### Pin placement

(2 px per um) Pins as bars across the die edge, other pins in grey.
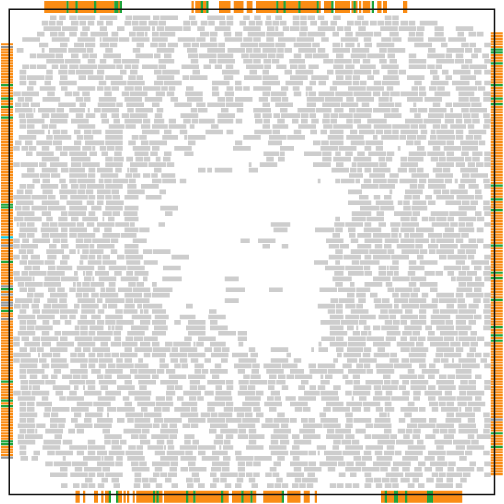
### Wires at chosen ports, followed through buffers

(1 px per um)
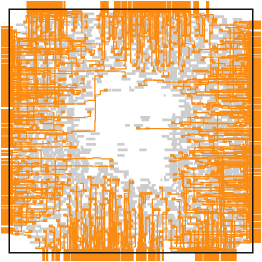
### config.mk
export PLATFORM = sky130hd
export DESIGN_NAME = fft_frame_serializer
export DESIGN_NICKNAME = d
export VERILOG_FILES = /design/src/rtl/fft_pkg.sv /design/src/rtl/fft_sample_select.sv /design/src/rtl/fft_frame_serializer.sv
export SDC_FILE = /design/constraint.sdc
export NUM_CORES = 1
export LEC_CHECK = 0
export CAP_MARGIN = 5
export CORE_MARGIN = 1
export CORE_UTILIZATION = 40
export CTS_BUF_LIST = sky130_fd_sc_hd__clkbuf_8
export DETAILED_ROUTE_END_ITERATION = 16
export GPL_TIMING_DRIVEN = 0
export PLACE_DENSITY = 0.7
export SYNTH_ARGS = -nofsm -noshare
export SYNTH_HDL_FRONTEND = slang
export SYNTH_SLANG_ARGS = --single-unit
### constraint.sdc
create_clock -name clk -period 2.23 [get_ports clk]
set_input_delay 0.669 -clock clk [delete_from_list [all_inputs] [get_ports clk]]
set_output_delay 0.669 -clock clk [all_outputs]
set_load 0.005 [all_outputs]
### src/rtl/fft_pkg.sv
// Shared types and helpers for the FFT frame serializer slice.
package fft_pkg;

    localparam int unsigned DEF_BIT_WIDTH = 32;
    localparam int unsigned DEF_N_SAMPLES = 8;
    localparam int unsigned IDX_W         = $clog2(DEF_N_SAMPLES);

    // One complex sample; real part occupies the upper half when flattened.
    typedef struct packed {
        logic [DEF_BIT_WIDTH-1:0] re;
        logic [DEF_BIT_WIDTH-1:0] im;
    } cplx_t;

    typedef enum logic {
        S_IDLE   = 1'b0,
        S_STREAM = 1'b1
    } ser_state_t;

    // Reverse the low nbits of idx; bits above nbits come back as zero.
    function automatic logic [31:0] bit_rev(input logic [31:0] idx, input int unsigned nbits);
        logic [31:0] r;
        r = '0;
        for (int unsigned i = 0; i < 32; i++) begin
            if (i < nbits) begin
                r[5'(i)] = idx[5'(nbits - 1 - i)];
            end
        end
        return r;
    endfunction

endpackage

### src/rtl/fft_sample_select.sv
// Combinational N:1 complex-sample mux over a flattened frame buffer.
// Word k of the frame is imag[k]; word N_SAMPLES+k is real[k].
module fft_sample_select #(
    parameter int unsigned BIT_WIDTH = 32,
    parameter int unsigned N_SAMPLES = 8
) (
    input  logic [2*BIT_WIDTH*N_SAMPLES-1:0] i_frame,
    input  logic [$clog2(N_SAMPLES)-1:0]     i_sel,
    output logic [2*BIT_WIDTH-1:0]           o_sample
);

    typedef struct packed {
        logic [BIT_WIDTH-1:0] re;
        logic [BIT_WIDTH-1:0] im;
    } sample_t;

    sample_t w_samples [N_SAMPLES];

    for (genvar k = 0; k < N_SAMPLES; k++) begin : g_unpack
        assign w_samples[k] = {i_frame[BIT_WIDTH*(N_SAMPLES+k) +: BIT_WIDTH],
                               i_frame[BIT_WIDTH*k +: BIT_WIDTH]};
    end

    // Pick the addressed sample; index width exactly covers N_SAMPLES entries.
    always_comb begin
        o_sample = w_samples[i_sel];
    end

endmodule

### src/rtl/fft_frame_serializer.sv
// Accepts one flattened complex frame and streams it out one sample per
// handshake, optionally in bit-reversed index order. A new frame can be
// accepted on the last beat of the current one, so back-to-back frames
// stream without a bubble.
module fft_frame_serializer
    import fft_pkg::*;
#(
    parameter int unsigned BIT_WIDTH   = 32,
    parameter int unsigned DECIMAL_PT  = 16,
    parameter int unsigned N_SAMPLES   = 8,
    parameter int unsigned BIT_REVERSE = 0
) (
    input  logic                             clk,
    input  logic                             reset,
    input  logic [2*BIT_WIDTH*N_SAMPLES-1:0] recv_msg,
    input  logic                             recv_val,
    output logic                             recv_rdy,
    output logic [2*BIT_WIDTH-1:0]           send_msg,
    output logic [$clog2(N_SAMPLES)-1:0]     send_idx,
    output logic                             send_last,
    output logic                             send_val,
    input  logic                             send_rdy
);

    localparam int unsigned CNT_W   = $clog2(N_SAMPLES);
    localparam int unsigned FRAME_W = 2 * BIT_WIDTH * N_SAMPLES;

    if ((N_SAMPLES < 2) || ((N_SAMPLES & (N_SAMPLES - 1)) != 0) ||
        (DECIMAL_PT > BIT_WIDTH)) begin : g_bad_params
        $error("fft_frame_serializer: N_SAMPLES must be a power of two >= 2 and DECIMAL_PT <= BIT_WIDTH");
    end

    ser_state_t       r_state;
    ser_state_t       w_state_nxt;
    logic [CNT_W-1:0] r_cnt;
    logic [CNT_W-1:0] w_cnt_nxt;
    logic [CNT_W-1:0] w_sel;
    logic [FRAME_W-1:0] r_buf;
    logic             w_load;
    logic             w_last;
    logic             w_recv_hs;
    logic             w_send_hs;

    // Handshake outputs and beat index; recv_rdy forced low while reset is held.
    always_comb begin
        w_last    = (r_state == S_STREAM) && (r_cnt == CNT_W'(N_SAMPLES - 1));
        recv_rdy  = reset && ((r_state == S_IDLE) || (w_last && send_rdy));
        send_val  = (r_state == S_STREAM);
        send_last = w_last;
        w_recv_hs = recv_val && recv_rdy;
        w_send_hs = send_val && send_rdy;
        if (BIT_REVERSE != 0) begin
            w_sel = CNT_W'(bit_rev(32'(r_cnt), CNT_W));
        end else begin
            w_sel = r_cnt;
        end
        send_idx = w_sel;
    end

    // Next state, beat counter and buffer-load decision.
    always_comb begin
        w_state_nxt = r_state;
        w_cnt_nxt   = r_cnt;
        w_load      = 1'b0;
        case (r_state)
            S_IDLE: begin
                if (w_recv_hs) begin
                    w_load      = 1'b1;
                    w_cnt_nxt   = '0;
                    w_state_nxt = S_STREAM;
                end
            end
            S_STREAM: begin
                if (w_send_hs) begin
                    if (!w_last) begin
                        w_cnt_nxt = r_cnt + CNT_W'(1);
                    end else if (w_recv_hs) begin
                        w_load    = 1'b1;
                        w_cnt_nxt = '0;
                    end else begin
                        w_cnt_nxt   = '0;
                        w_state_nxt = S_IDLE;
                    end
                end
            end
            default: begin
                w_state_nxt = S_IDLE;
                w_cnt_nxt   = '0;
            end
        endcase
    end

    // State, counter and frame buffer registers.
    always_ff @(posedge clk or negedge reset) begin
        if (!reset) begin
            r_state <= S_IDLE;
            r_cnt   <= '0;
            r_buf   <= '0;
        end else begin
            r_state <= w_state_nxt;
            r_cnt   <= w_cnt_nxt;
            if (w_load) begin
                r_buf <= recv_msg;
            end
        end
    end

    fft_sample_select #(
        .BIT_WIDTH (BIT_WIDTH),
        .N_SAMPLES (N_SAMPLES)
    ) u_sample_select (
        .i_frame  (r_buf),
        .i_sel    (w_sel),
        .o_sample (send_msg)
    );

endmodule

==> results.txt <==
The run has ended; figures from its reports follow.

In this run the cell area of the synthesized design comes to 23,000 sq um. The final worst-path setup slack came out at -1.09 ns. The clock input transition at the sequential cells of the worst setup and hold paths is ~0.060 ns. The count of synthesis-stage warnings from yosys came out at 0. The pin count of the biggest net entering global routing is around 110. The power report lists cell-internal power as 33.2 mW. The area of the die is 58,500 sq um. The number of different library cells used by synthesis comes to 19. The power dissipated in sequential cells is between 15 and 20 mW. The final non-filler cell total came out at ~3,000.

Setup repair after global routing could not meet its margin everywhere. The post-detailed-routing wire length is 82,200 um. TritonCTS built the clock tree. The endpoint of the worst register-to-register path is r_buf[203].

The number of detailed-route iterations in the first pass came out at 4. The total cell area at the placement stage is 29,900 sq um. Clock tree synthesis selected as its root buffer the cell clkbuf_8. The checks that failed: hold timing, setup timing. The number of synthesized flops with an enable pin is 0.

The final report gives the standard cell area, fillers excluded, as about 36,000 sq um. Checking max transition, the worst relative margin is 0.504. The end-of-flow core utilization is 0.627. The yosys synthesis chip area came out at 23,000 sq um. The slew of the pin with the lowest slew margin came out at 0.741 ns.

Non-clock buffers in the final layout number between 800 and 900. The sum of net half-perimeters after detailed placement came out at around 55,000 um. The register with the most flip-flops in the layout has roughly 500 of them. The worst hold slack across all endpoints is -0.0456 ns. The via count of the first global-routing pass is ~17,000.

Once the clock tree was built, the setup fixing pass inserted between 70 and 80 buffers. The total negative setup slack is -217.42 ns. The final critical delay including setup and external delays came out at roughly 3.3 ns.

Looking at area per cell type in the netlist, the leader is dfrtp_1. The tree built by TritonCTS fans out to just over 500 sinks. The mean number of vias per cell came out at 5.24. Including well taps, the total number of placed cells is 2,670. The clock share of power is 0.191. The number of instances in the synthesized netlist is ~1,300. The highest clock rate this design can be run at is approximately 0.3 GHz.

The signal arrival time at the worst endpoint came out at 2.66 ns. The final timing report lists clock skew as 0.0188 ns. The commonest cells after synthesis are mux2_2, dfrtp_1, mux4_2. The average routed wire per standard cell came out at between 20 and 30 um. The worst setup path is launched from a register. Of the total power, registers draw 0.347. Once detail routing completed, the nets flagged for antenna violations numbered 0. The combinational power came out at around 22 mW.

The static leakage came out at around 15 nW. Per the synth stats, the flop cell with the highest instance count is dfrtp_1. The worst register-to-register path has a setup slack of -0.43 ns.

Per the layout area report, the combinational gate area comes to slightly below 10,000 sq um. The start point of the critical path is send_idx[0]. The clock buffer count from CTS came out at 90. The clock buffer instance count of the final layout is 115.

Tap insertion was completed with approximately 760 tapcells. For the worst setup path, the data required time is 1.56 ns. The net count of the finished layout is 2,667. Looking at the area split, the leading class of cells is flip-flops and latches. The tool flagged a number of max-cap violations equal to 0. The clock network area share is 0.0525.

The number of multi-input combinational cells in the layout came out at 718. For reference, the placement row count at floorplan is slightly below 90. Counting the inverters off the clock network in the layout gives 0. The number of endpoints failing setup at the final stage is roughly 580. The floorplan step records an initial core utilization of 0.407. The aggregate global-route resource usage is 0.272. Per the cell usage report, the commonest logic cells after layout are clkdlybuf4s50_1, dfrtp_1, mux2_2. The buffer share of cell area came out at 0.282.

The final-report hold violation count came out at between 70 and 80. The area share of the largest cell type after synthesis came out at 0.561. The H-tree generated during clock tree synthesis spans 3 levels. The worst slack after detailed placement came out at -1.80 ns.

The first-pass GRT wire length is 116,000 um. The flow ran to the end, but the final reports show violations. The category of the most critical setup path is register to output port. The fraction of power spent switching nets came out at 0.293. Counting flops per register, the top entry is r_buf. The synthesized area per cell is 17.4 sq um.

The area growth from synthesis to layout is 54.3%.
## Picture notes: 'Pin placement'
send_msg: marked green, pins 64, direction output, edge 18 east, 17 south, 15 north, 14 west. recv_msg: marked orange, pins 512, direction input, edge 144 east, 130 west, 126 south, 112 north. send_rdy: marked cyan, pins 1, direction input, edge west.
number of input and output port buffers inserted: 585
x dimension of the die: 242 um
height of the die: 242 um

## Picture notes: 'Wires at chosen ports, followed through buffers'
recv_msg: marked orange, bits 512, direction input, edge 144 east, 130 west, 126 south, 112 north, end cells 512, buffers 512, wire 24.4 mm.

-- logic make-up (layout without fill, tap and decap cells) --
group           after synthesis  count (layout)  synth area share
buf+inv                      91             987            0.0272
compound gates                4               4           0.00158
flops                       516             516             0.561
simple gates                  7               7           0.00158
fa+ha+maj                     2               2           0.00109
other cells                   0              12                 0
mux                         705             705             0.408
-- per-layer routing --
layer	wire length, um	up-vias	GRT usage
met3	6740	152	0.0962
met1	31100	8235	0.327
met2	42000	559	0.463
met5	218	-	0
met4	2110	34	0.0730
li1	-	6690	-
-- critical path: stages, from the launching register on --
cell,delay (ns)
dfrtp_2,0.41
buf_12,0.15
buf_12,0.13
buf_16,0.12
buf_12,0.13
buf_12,0.14
mux4_2,0.46
mux2_4,0.29
buf_6,0.12
Power is estimated from default activity; no workload was simulated.
